<file path="src/rtl/irq_grant_responder_pkg.sv">
// Shared types, defaults and helpers for the interrupt grant responder.
// Latency: n/a (declarations only).
// Backpressure: n/a.
package irq_grant_responder_pkg;

  localparam int NUM_CH_DEF  = 9;
  localparam int CODE_W_DEF  = 4;
  localparam int TIMEOUT_DEF = 255;
  localparam int GAP_DEF     = 2;
  localparam int CNT_W_DEF   = 16;

  typedef enum logic [1:0] {
    S_IDLE    = 2'd0,
    S_ACK     = 2'd1,
    S_RELEASE = 2'd2
  } state_e;

  // A code is legal when it names an existing channel.
  function automatic logic code_is_legal(input int code, input int num_ch);
    return (code < num_ch);
  endfunction

endpackage

</file>
<file path="src/rtl/irq_grant_responder_if.sv">
// Encoder-to-responder grant bus plus the acknowledge/status signals back to the channels.
// Latency: n/a (wiring only).
// Backpressure: none; the responder simply ignores grants while busy.
interface irq_grant_responder_if
  import irq_grant_responder_pkg::*;
#(
  parameter int NUM_CH = NUM_CH_DEF,
  parameter int CODE_W = CODE_W_DEF,
  parameter int CNT_W  = CNT_W_DEF
);
  logic              grant_valid;
  logic [CODE_W-1:0] grant_code;
  logic [NUM_CH-1:0] req;
  logic [NUM_CH-1:0] ch_mask;
  logic [NUM_CH-1:0] ack;
  logic              busy;
  logic [CODE_W-1:0] active_ch;
  logic              err_code;
  logic              timeout;
  logic [CNT_W-1:0]  svc_cnt;

  // Encoder / channel side: drives grants and request lines, observes the ack.
  modport master (
    output grant_valid, grant_code, req, ch_mask,
    input  ack, busy, active_ch, err_code, timeout, svc_cnt
  );

  // Responder side.
  modport slave (
    input  grant_valid, grant_code, req, ch_mask,
    output ack, busy, active_ch, err_code, timeout, svc_cnt
  );
endinterface

</file>
<file path="src/rtl/irq_grant_responder_onehot_dec.sv">
// Binary channel code to one-hot channel vector; illegal codes decode to all zeros.
// Latency: combinational.
// Backpressure: none.
module irq_grant_responder_onehot_dec #(
  parameter int NUM_CH = 9,
  parameter int CODE_W = 4
) (
  input  logic [CODE_W-1:0] code_i,
  output logic [NUM_CH-1:0] onehot_o
);

  // Compare against every legal index; codes >= NUM_CH match nothing and yield zero.
  always_comb begin
    onehot_o = '0;
    for (int i = 0; i < NUM_CH; i++) begin
      onehot_o[i] = (code_i == CODE_W'(i));
    end
  end

endmodule

</file>
<file path="src/rtl/irq_grant_responder.sv">
// Accepts an encoded interrupt winner, returns a registered one-hot ack until request drop or timeout.
// Latency: ack 1 clock after the grant is sampled in IDLE; GAP-cycle re-arm gap after each release.
// Backpressure: grants arriving outside IDLE (or for masked/illegal codes) are dropped, never queued.
module irq_grant_responder
  import irq_grant_responder_pkg::*;
#(
  parameter int NUM_CH  = NUM_CH_DEF,
  parameter int CODE_W  = CODE_W_DEF,
  parameter int TIMEOUT = TIMEOUT_DEF,
  parameter int GAP     = GAP_DEF,
  parameter int CNT_W   = CNT_W_DEF
) (
  input logic                   clk,
  input logic                   rst,
  irq_grant_responder_if.slave  bus
);

  localparam int TMO_W = $clog2(TIMEOUT + 1);
  localparam int GAP_W = $clog2(GAP + 1);

  state_e            state_q;
  logic [NUM_CH-1:0] ack_q;
  logic              busy_q;
  logic [CODE_W-1:0] active_ch_q;
  logic              err_code_q;
  logic              timeout_q;
  logic [CNT_W-1:0]  svc_cnt_q;
  logic [TMO_W-1:0]  tmo_cnt_q, tmo_cnt_d;
  logic [GAP_W-1:0]  gap_cnt_q, gap_cnt_d;

  logic [NUM_CH-1:0] grant_onehot;
  logic              grant_legal;
  logic              grant_masked;
  logic              req_live;

  irq_grant_responder_onehot_dec #(
    .NUM_CH (NUM_CH),
    .CODE_W (CODE_W)
  ) u_dec (
    .code_i   (bus.grant_code),
    .onehot_o (grant_onehot)
  );

  assign grant_legal  = code_is_legal(32'(bus.grant_code), NUM_CH);
  assign grant_masked = |(grant_onehot & bus.ch_mask);
  // ack_q is one-hot on the serviced channel, so this picks req[active_ch].
  assign req_live     = |(bus.req & ack_q);
  // tmo_cnt_d is the number of ACK cycles completed once this edge lands.
  assign tmo_cnt_d    = tmo_cnt_q + TMO_W'(1);
  assign gap_cnt_d    = gap_cnt_q + GAP_W'(1);

  // Service FSM with all outputs registered; a request drop wins over a simultaneous timeout.
  always_ff @(posedge clk) begin
    if (rst) begin
      state_q     <= S_IDLE;
      ack_q       <= '0;
      busy_q      <= 1'b0;
      active_ch_q <= '0;
      err_code_q  <= 1'b0;
      timeout_q   <= 1'b0;
      svc_cnt_q   <= '0;
      tmo_cnt_q   <= '0;
      gap_cnt_q   <= '0;
    end else begin
      err_code_q <= 1'b0;
      timeout_q  <= 1'b0;
      case (state_q)
        S_IDLE: begin
          if (bus.grant_valid) begin
            if (!grant_legal) begin
              err_code_q <= 1'b1;
            end else if (!grant_masked) begin
              state_q     <= S_ACK;
              ack_q       <= grant_onehot;
              busy_q      <= 1'b1;
              active_ch_q <= bus.grant_code;
              tmo_cnt_q   <= '0;
            end
          end
        end
        S_ACK: begin
          if (!req_live || (tmo_cnt_d == TMO_W'(TIMEOUT))) begin
            timeout_q <= req_live;
            state_q   <= S_RELEASE;
            ack_q     <= '0;
            gap_cnt_q <= '0;
            svc_cnt_q <= svc_cnt_q + CNT_W'(1);
          end else begin
            tmo_cnt_q <= tmo_cnt_d;
          end
        end
        S_RELEASE: begin
          if (gap_cnt_d == GAP_W'(GAP)) begin
            state_q <= S_IDLE;
            busy_q  <= 1'b0;
          end else begin
            gap_cnt_q <= gap_cnt_d;
          end
        end
        default: begin
          state_q <= S_IDLE;
          ack_q   <= '0;
          busy_q  <= 1'b0;
        end
      endcase
    end
  end

  assign bus.ack       = ack_q;
  assign bus.busy      = busy_q;
  assign bus.active_ch = active_ch_q;
  assign bus.err_code  = err_code_q;
  assign bus.timeout   = timeout_q;
  assign bus.svc_cnt   = svc_cnt_q;

endmodule
</file>
<file path="src/flat_wrapper.sv">
// flat-port wrapper written by rule: the top's interface ports become plain ports
module irq_grant_responder_flat import irq_grant_responder_pkg::*;
#(
  parameter int NUM_CH  = NUM_CH_DEF,
  parameter int CODE_W  = CODE_W_DEF,
  parameter int TIMEOUT = TIMEOUT_DEF,
  parameter int GAP     = GAP_DEF,
  parameter int CNT_W   = CNT_W_DEF
)
  (clk, rst, bus_grant_valid, bus_grant_code, bus_req, bus_ch_mask, bus_ack, bus_busy, bus_active_ch, bus_err_code, bus_timeout, bus_svc_cnt);
  irq_grant_responder_if #(.NUM_CH(NUM_CH), .CODE_W(CODE_W), .CNT_W(CNT_W)) bus_i ();
  input logic clk;
  input logic rst;
  input wire logic [$bits(bus_i.grant_valid)-1:0] bus_grant_valid;
  input wire logic [$bits(bus_i.grant_code)-1:0] bus_grant_code;
  input wire logic [$bits(bus_i.req)-1:0] bus_req;
  input wire logic [$bits(bus_i.ch_mask)-1:0] bus_ch_mask;
  output wire logic [$bits(bus_i.ack)-1:0] bus_ack;
  output wire logic [$bits(bus_i.busy)-1:0] bus_busy;
  output wire logic [$bits(bus_i.active_ch)-1:0] bus_active_ch;
  output wire logic [$bits(bus_i.err_code)-1:0] bus_err_code;
  output wire logic [$bits(bus_i.timeout)-1:0] bus_timeout;
  output wire logic [$bits(bus_i.svc_cnt)-1:0] bus_svc_cnt;
  assign bus_i.grant_valid = bus_grant_valid;
  assign bus_i.grant_code = bus_grant_code;
  assign bus_i.req = bus_req;
  assign bus_i.ch_mask = bus_ch_mask;
  assign bus_ack = bus_i.ack;
  assign bus_busy = bus_i.busy;
  assign bus_active_ch = bus_i.active_ch;
  assign bus_err_code = bus_i.err_code;
  assign bus_timeout = bus_i.timeout;
  assign bus_svc_cnt = bus_i.svc_cnt;
  irq_grant_responder #(.NUM_CH(NUM_CH), .CODE_W(CODE_W), .TIMEOUT(TIMEOUT), .GAP(GAP), .CNT_W(CNT_W)) u_core (.clk(clk), .rst(rst), .bus(bus_i));
endmodule
</file>
<file path="config.mk">
export PLATFORM = sky130hd
export DESIGN_NAME = irq_grant_responder_flat
export DESIGN_NICKNAME = d
export VERILOG_FILES = /design/src/rtl/irq_grant_responder_pkg.sv /design/src/rtl/irq_grant_responder_if.sv /design/src/rtl/irq_grant_responder_onehot_dec.sv /design/src/rtl/irq_grant_responder.sv /design/src/flat_wrapper.sv
export SDC_FILE = /design/constraint.sdc
export NUM_CORES = 1
export LEC_CHECK = 0
export CAP_MARGIN = 30
export CORE_UTILIZATION = 49
export CTS_CLUSTER_DIAMETER = 100
export CTS_CLUSTER_SIZE = 28
export DETAILED_ROUTE_END_ITERATION = 8
export HOLD_SLACK_MARGIN = 0.08
export PLACE_DENSITY = 0.9
export SLEW_MARGIN = 20
export SYNTH_ARGS = -nofsm -noshare
export SYNTH_HDL_FRONTEND = slang
export SYNTH_SLANG_ARGS = --single-unit
export TNS_END_PERCENT = 20
</file>
<file path="constraint.sdc">
create_clock -name clk -period 5.15 [get_ports clk]
set_input_delay 1.03 -clock clk [delete_from_list [all_inputs] [get_ports clk]]
set_output_delay 1.03 -clock clk [all_outputs]
set_load 0.02 [all_outputs]
</file>
==> qor.yml, run 1 <==
clkSlewWorstSetupHoldPaths_ns: 0.08
finalHoldViolations: 0
layout_min_cycle_time_ns: 3.28
met1_usage_pct: 26.8
layout-drive-gt1-share_pct: 5.39
critPathMaxStageDelay_ns: 0.62
final.period_utilization_pct: 63.7
p_switching_mw: 0.165
async_flop_share_pct: 0
p_per_area_nw_per_um2: 248
setup_viol: 0
viasPerCell: 5.93
cp.arrival_ns: 3.52
top_usage_layer: "met2"
syn-instance-count: 240
grt_pass1_wl_um: 8060
drc_errors: 0
yosys_cells: 240
max-cap-violations: 0
synthTopCellsByCount: "dfxtp_1, nor2_1, nand2_1"
grt_max_degree: 35
critPathCaptureType: "flip-flop"
cts_tree: "done"
top_cell_area_share_pct: 41.9
ys_seq_share_pct: 41.9
worst-r2r-cell-count: 7
worstSetupStartpointType: "primary input"
design_area_sq_um: 2810
met2WireLength_um: 2510
seqCellArea_sq_um: 881
antenna_found_initial: 0
outcome: "completed"
synth_area_sq_um: 2100
syn_nets: 269
r2r_slack_ns: 2.60
area_growth_pct: 33.5
wl_um: 5160
insertedDiodeCount: 0
use_met3_pct: 5.24
p_int_mw: 0.531
rsz0062_at_grt: "false"
grt_util_met2_pct: 42.0
timing.rr.end: "u_core.bus.svc_cnt[15]"
maxSlewViolCount: 0
dr.first_iter.drc_count: 156
gp_congestion: 0.828
num_vias: 2058
path_depth: 7
cp_slowest_cell: "or4_1"
p_sw_share_pct: 23.7
relSlewSlack_pct: 34.8
edf_count: 0
ys_ff: 44
path_delay_family: "AND-OR/OR-AND gates"
yosysMostFrequentCell: "dfxtp_1"
place_area_sq_um: 2700
top_cells_by_area: "dfxtp_1, nor2_1, a21oi_1"
-- run 1: through the flow --
stage	hold WS, ns	setup WS [ns]	cells	util (%)	power, mW
after floorplan	0.445	2.35	240	-	0.407
after global placement	0.461	1.66	338	66.5	0.442
after detailed placement	0.478	1.56	338	66.5	0.445
after CTS	0.490	1.86	346	69.1	0.702
after global routing	0.510	1.71	347	69.2	0.725
final	0.496	1.87	347	69.2	0.696
-- run 1: placed cells by master (no fill, tap or decap), types with 8 or more instances in the layout --
cell type	netlist	layout
clkdlybuf4s50_1	0	56
or4_1	8	8
inv_1	12	12
nor2_1	24	24
nand3_1	9	9
nand2_1	18	18
a21oi_1	15	15
dfxtp_1	44	44
and3_1	9	9
-- run 1: cells by family after synthesis --
family          count (synthesis)  share of synthesized area, %
flops                          44                          41.9
mux                             8                          3.86
xor+xnor                        6                          2.50
compound gates                 68                          23.5
fa+ha+maj                       4                          2.38
simple gates                   89                          21.9
buf+inv                        21                          3.98
-- run 1: worst min path at each step --
| stage | start | to | slack, ns | cells past startpoint |
|---|---|---|---|---|
| finish | u_core.gap_cnt_q[0] | u_core.gap_cnt_q[0] | 0.50 | 1 |
| CTS | u_core.gap_cnt_q[0] | u_core.gap_cnt_q[0] | 0.49 | 1 |
| floorplan | u_core.gap_cnt_q[0] | u_core.gap_cnt_q[0] | 0.44 | 1 |
| global route | u_core.gap_cnt_q[0] | u_core.gap_cnt_q[0] | 0.51 | 1 |
| global placement | u_core.gap_cnt_q[0] | u_core.gap_cnt_q[0] | 0.46 | 1 |
| detailed placement | u_core.gap_cnt_q[0] | u_core.gap_cnt_q[0] | 0.48 | 1 |
Fig. 1: run 1, routed metal, one color a layer
Bar = 20 um.
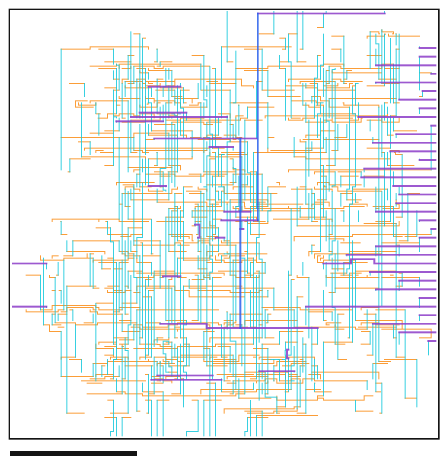
- blue: M4 (wire length 62.6 um)
- cyan: M2 (wire length 2,510 um)
- orange: M1 (wire length 2,190 um)
- purple: M3 (wire length 398 um)
wire per inst: 14.9 um
Global Route Usage Sum: 23.5%

Fig. 2: run 1, clock wires, drivers and flops
Bar = 20 um.
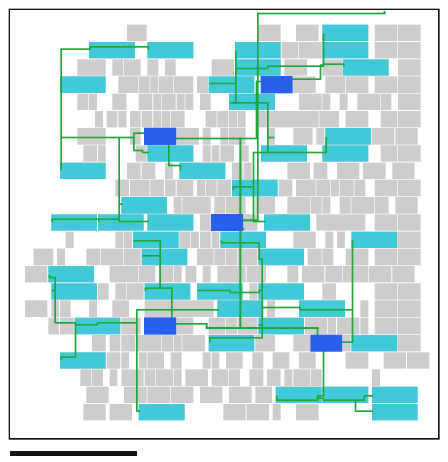
- blue: clock-net drivers (count 5)
- cyan: flip-flops (count 44)
- green: clock wires (length 526 um)
- flops lie: widely spread
Clk network pwr share: 37.2%
clock distribution power: 0.259 mW
Clock Skews: 0.00711 ns

Fig. 3: run 1, I/O pins on the die edge
Pins as bars across the die edge, other pins in gray.
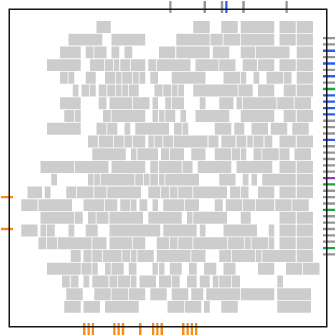
- green: bus_grant_code (pins 4; direction input; edge right)
- orange: bus_svc_cnt (pins 16; direction output; edge 14 bottom, 2 left)
- blue: bus_req (pins 9; direction input; edge 8 right, 1 top)
- purple: bus_err_code (pins 1; direction output; edge right)
- all pins by edge: 35 right, 14 bottom, 6 top, 2 left
chip height: 67.5 um
Die Wd: 67.5 um
IO buf count: 56

Fig. 4: run 1, clock nets
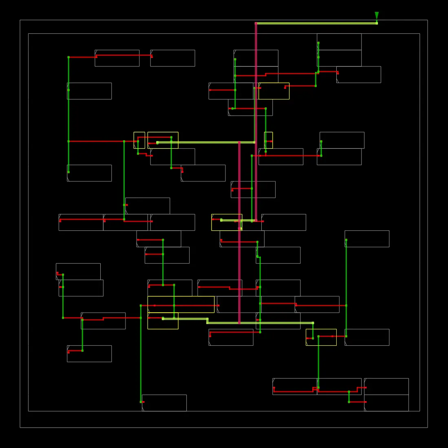
# clock sinks: 44
clock latency on the worst-skew pair: 0.30 ns
flip-flops: 44
final-layout clock buffer total: 6
TritonCTS buffer count: 5

==> run 2: changes to the inputs <==
--- a/config.mk
+++ b/config.mk
@@ -6,12 +6,12 @@
 export NUM_CORES = 1
 export LEC_CHECK = 0
 export CAP_MARGIN = 30
-export CORE_UTILIZATION = 49
+export CORE_UTILIZATION = 48
 export CTS_CLUSTER_DIAMETER = 100
 export CTS_CLUSTER_SIZE = 28
 export DETAILED_ROUTE_END_ITERATION = 8
 export HOLD_SLACK_MARGIN = 0.08
-export PLACE_DENSITY = 0.9
+export PLACE_DENSITY = 0.89
 export SLEW_MARGIN = 20
 export SYNTH_ARGS = -nofsm -noshare
 export SYNTH_HDL_FRONTEND = slang
==> constraint.sdc (replaced) <==
create_clock -name clk -period 3.1 [get_ports clk]
set_input_delay 0.62 -clock clk [delete_from_list [all_inputs] [get_ports clk]]
set_output_delay 0.62 -clock clk [all_outputs]
set_load 0.02 [all_outputs]
Fig. 5: run 2, I/O pins on the die edge
Pins as bars across the die edge, other pins in gray.
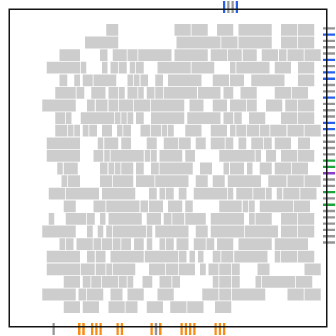
- blue: bus_req (pins 9; direction input; edge 7 right, 2 top)
- green: bus_grant_code (pins 4; direction input; edge right)
- orange: bus_svc_cnt (pins 16; direction output; edge bottom)
- purple: bus_err_code (pins 1; direction output; edge right)
Die Wd: 68.2 um
chip height: 68.2 um

Fig. 6: run 2, register map, names as in the netlist
Other sequential cells in the stronger gray, the rest of the logic in the fainter gray.
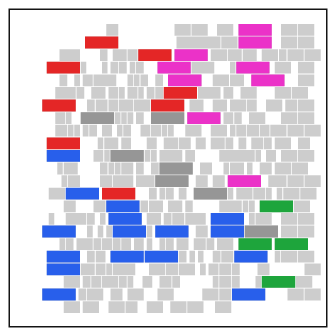
- red: u_core.tmo_cnt_q (sequential cells 8)
- magenta: u_core.bus.ack (sequential cells 9; where upper right)
- green: u_core.bus.active_ch (sequential cells 4; where lower right)
- blue: u_core.bus.svc_cnt (sequential cells 16)
- not colored: 7
Flop area: 881 sq um
Seq. pwr: 0.589 mW
Util after Layout: 69.2%
Seq area share: 30.9%

Fig. 7: run 2, routed metal, one color a layer
Bar = 20 um.
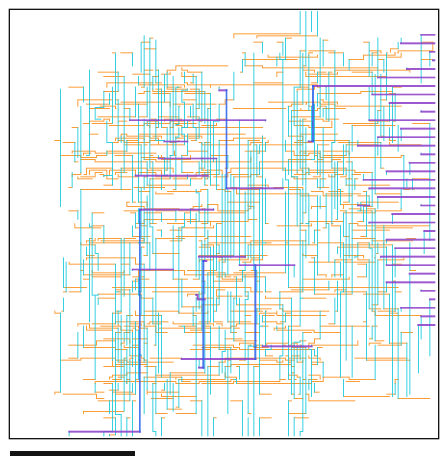
- cyan: M2 (wire length 2,480 um)
- orange: M1 (wire length 2,230 um)
- blue: M4 (wire length 91.8 um)
- purple: M3 (wire length 343 um)
final wirelength: 5140 um
vias: 2,032
Global Route Usage Sum: 23.8%
wire per inst: 14.5 um

==> qor.yml, run 2 <==
cts_tree: "done"  # unchanged
grt_pass1_wl_um: 8160  # was 8060 um
rsz0062_at_grt: "false"  # unchanged
critPathMaxStageDelay_ns: 0.58  # was 0.62 ns
top_cells_by_area: "dfxtp_1, nor2_1, a21oi_1"  # unchanged
num_rows: 23  # unchanged
clockBufferDepth: 2  # unchanged
dp_cells: 345  # was 338
clkSlewWorstSetupHoldPaths_ns: 0.08  # about the same
final_cells: 354  # was 347
synth_area_sq_um: 2100  # unchanged
die-area_sq_um: 4650  # was 4560 sq um
layout-drive-gt1-share_pct: 7.57  # was 5.39%
worstSetupStartpointType: "primary input"  # unchanged
viasPerCell: 5.74  # was 5.93
r2r_slack_ns: 0.79  # was 2.60 ns
post_cts_buffers: 0  # unchanged
grt_max_degree: 34  # was 35
setup_viol: 0  # unchanged
worstPathRequired_ns: 3.33  # was 5.39 ns
worst-r2r-cell-count: 7  # unchanged
yosysTopAreaCell: "dfxtp_1"  # unchanged
port_buffers: 56  # unchanged
min_to: "u_core.gap_cnt_q[0]"  # unchanged
clock_latency_ns: 0.30  # about the same
gp_congestion: 0.774  # was 0.828
path_delay_family: "AND-OR/OR-AND gates"  # unchanged
design_area_sq_um: 2850  # was 2810 sq um
critPathCaptureType: "flip-flop"  # unchanged
area_growth_pct: 35.3  # was 33.5%
synthTopCellsByCount: "dfxtp_1, nor2_1, nand2_1"  # unchanged
htree_levels: 2  # unchanged
fin_total_pwr_mw: 1.11  # was 0.696 mW
insertedDiodeCount: 0  # unchanged
ys_ff: 44  # unchanged
tightest_slew_ns: 0.646  # was 0.972 ns
layout_top_cell: "clkdlybuf4s50_1"  # unchanged
whs_ns: 0.479  # was 0.496 ns
p_per_area_nw_per_um2: 388  # was 248 nW/um^2
ys_seq_share_pct: 41.9  # unchanged
hold_path_depth: 1  # unchanged
maxSlewViolCount: 0  # unchanged
layout_min_cycle_time_ns: 2.61
hold_path.class: "flip-flop to flip-flop"  # unchanged
dr.first_iter.drc_count: 144  # was 156
min_from: "u_core.gap_cnt_q[0]"  # unchanged
fin_ws_ns: 0.495  # was 1.87 ns
async_flop_share_pct: 0  # unchanged
path_class: "primary input to flip-flop"  # unchanged
cts_buffers: 5  # unchanged
place_area_sq_um: 2750  # was 2700 sq um
finalHoldViolations: 0  # unchanged
cp.arrival_ns: 2.83  # was 3.52 ns
relSlewSlack_pct: 56.6  # was 34.8%
fmax_ghz: 0.384
syn-instance-count: 240  # unchanged
io_pins: 57  # unchanged
cts_root_buf: "clkbuf_8"  # unchanged
fin_setup_tns_ns: 0  # unchanged
firstDrtPassIters: 4  # unchanged
yosysMostFrequentCell: "dfxtp_1"  # unchanged
clock-sinks: 44  # unchanged
lay_top_cells: "clkdlybuf4s50_1, dfxtp_1, nor2_1"  # unchanged
max-cap-violations: 0  # unchanged
total_leakage_power_nw: 1.02  # was 1.00 nW
ys.flop_type: "dfxtp_1"  # unchanged
top_cell_area_share_pct: 41.9  # unchanged
timing.rr.end: "u_core.bus.svc_cnt[8]"  # was u_core.bus.svc_cnt[15]
syn_nets: 269  # unchanged
yosys_cells: 240  # unchanged
hold_buffers: 0  # unchanged
edf_count: 0  # unchanged
clock_skew_ns: 0.00570  # was 0.00711 ns
antenna_found_initial: 0  # unchanged
drc_errors: 0  # unchanged
final.period_utilization_pct: 84.0
cp_slowest_cell: "or4_1"  # unchanged
place_ws_ns: 0.198  # was 1.56 ns
outcome: "completed"  # unchanged
==> run 2: cell counts after synthesis <==
Identical to the previous run, type by type.
==> run 2: cell families after synthesis <==
kind of cell             after synthesis  share of synthesized area (%)
AND/OR/NAND/NOR                       89                           21.9
AND-OR/OR-AND                         68                           23.5
flip-flops                            44                           41.9
buffers and inverters                 21                           3.98
multiplexers                           8                           3.86
XOR/XNOR                               6                           2.50
adder cells (fa/ha/maj)                4                           2.38
==> run 2: worst max path at each step <==
| stage | startpoint | endpoint | slack, ns | depth (start not counted) |
|---|---|---|---|---|
| after floorplan | bus_req[1] | u_core.bus.svc_cnt[14] | 0.71 | 7 |
| after global placement | bus_req[1] | u_core.bus.svc_cnt[12] | 0.26 | 7 |
| after detailed placement | bus_grant_code[2] | u_core.bus.active_ch[2] | 0.20 | 8 |
| after CTS | bus_req[1] | u_core.bus.svc_cnt[8] | 0.49 | 7 |
| after global routing | bus_grant_code[2] | u_core.bus.active_ch[2] | 0.32 | 8 |
| final | bus_req[1] | u_core.bus.svc_cnt[8] | 0.49 | 7 |
==> run 2: per-layer routing <==
layer	global-route usage, %	wire, um	part of all wire (%)
met1	27.6	2230	43
met2	40.9	2480	48
met3	5.17	342	6.7
met4	11.7	91	1.8
met5	0	0	0
==> run 2: power by group <==
part           switching (mW)  internal, mW  leakage (nW)
combinational          0.0732        0.0736         0.624
sequential             0.0125         0.577         0.356
clock                   0.188         0.181        0.0445
==> run 2: layout make-up <==
class	count	area (sq um)	share of cell area, %
repair buffers	65	626	22.0
flip-flops and latches	44	881	30.9
clock buffers	7	86.3	3.03
clock inverters	1	7.51	0.264
multi-input cells	175	1140	40.0
well taps	50	62.6	2.20
inverters	12	45.0	1.58
No activity file was given, so power comes from the tool's default toggle rates.
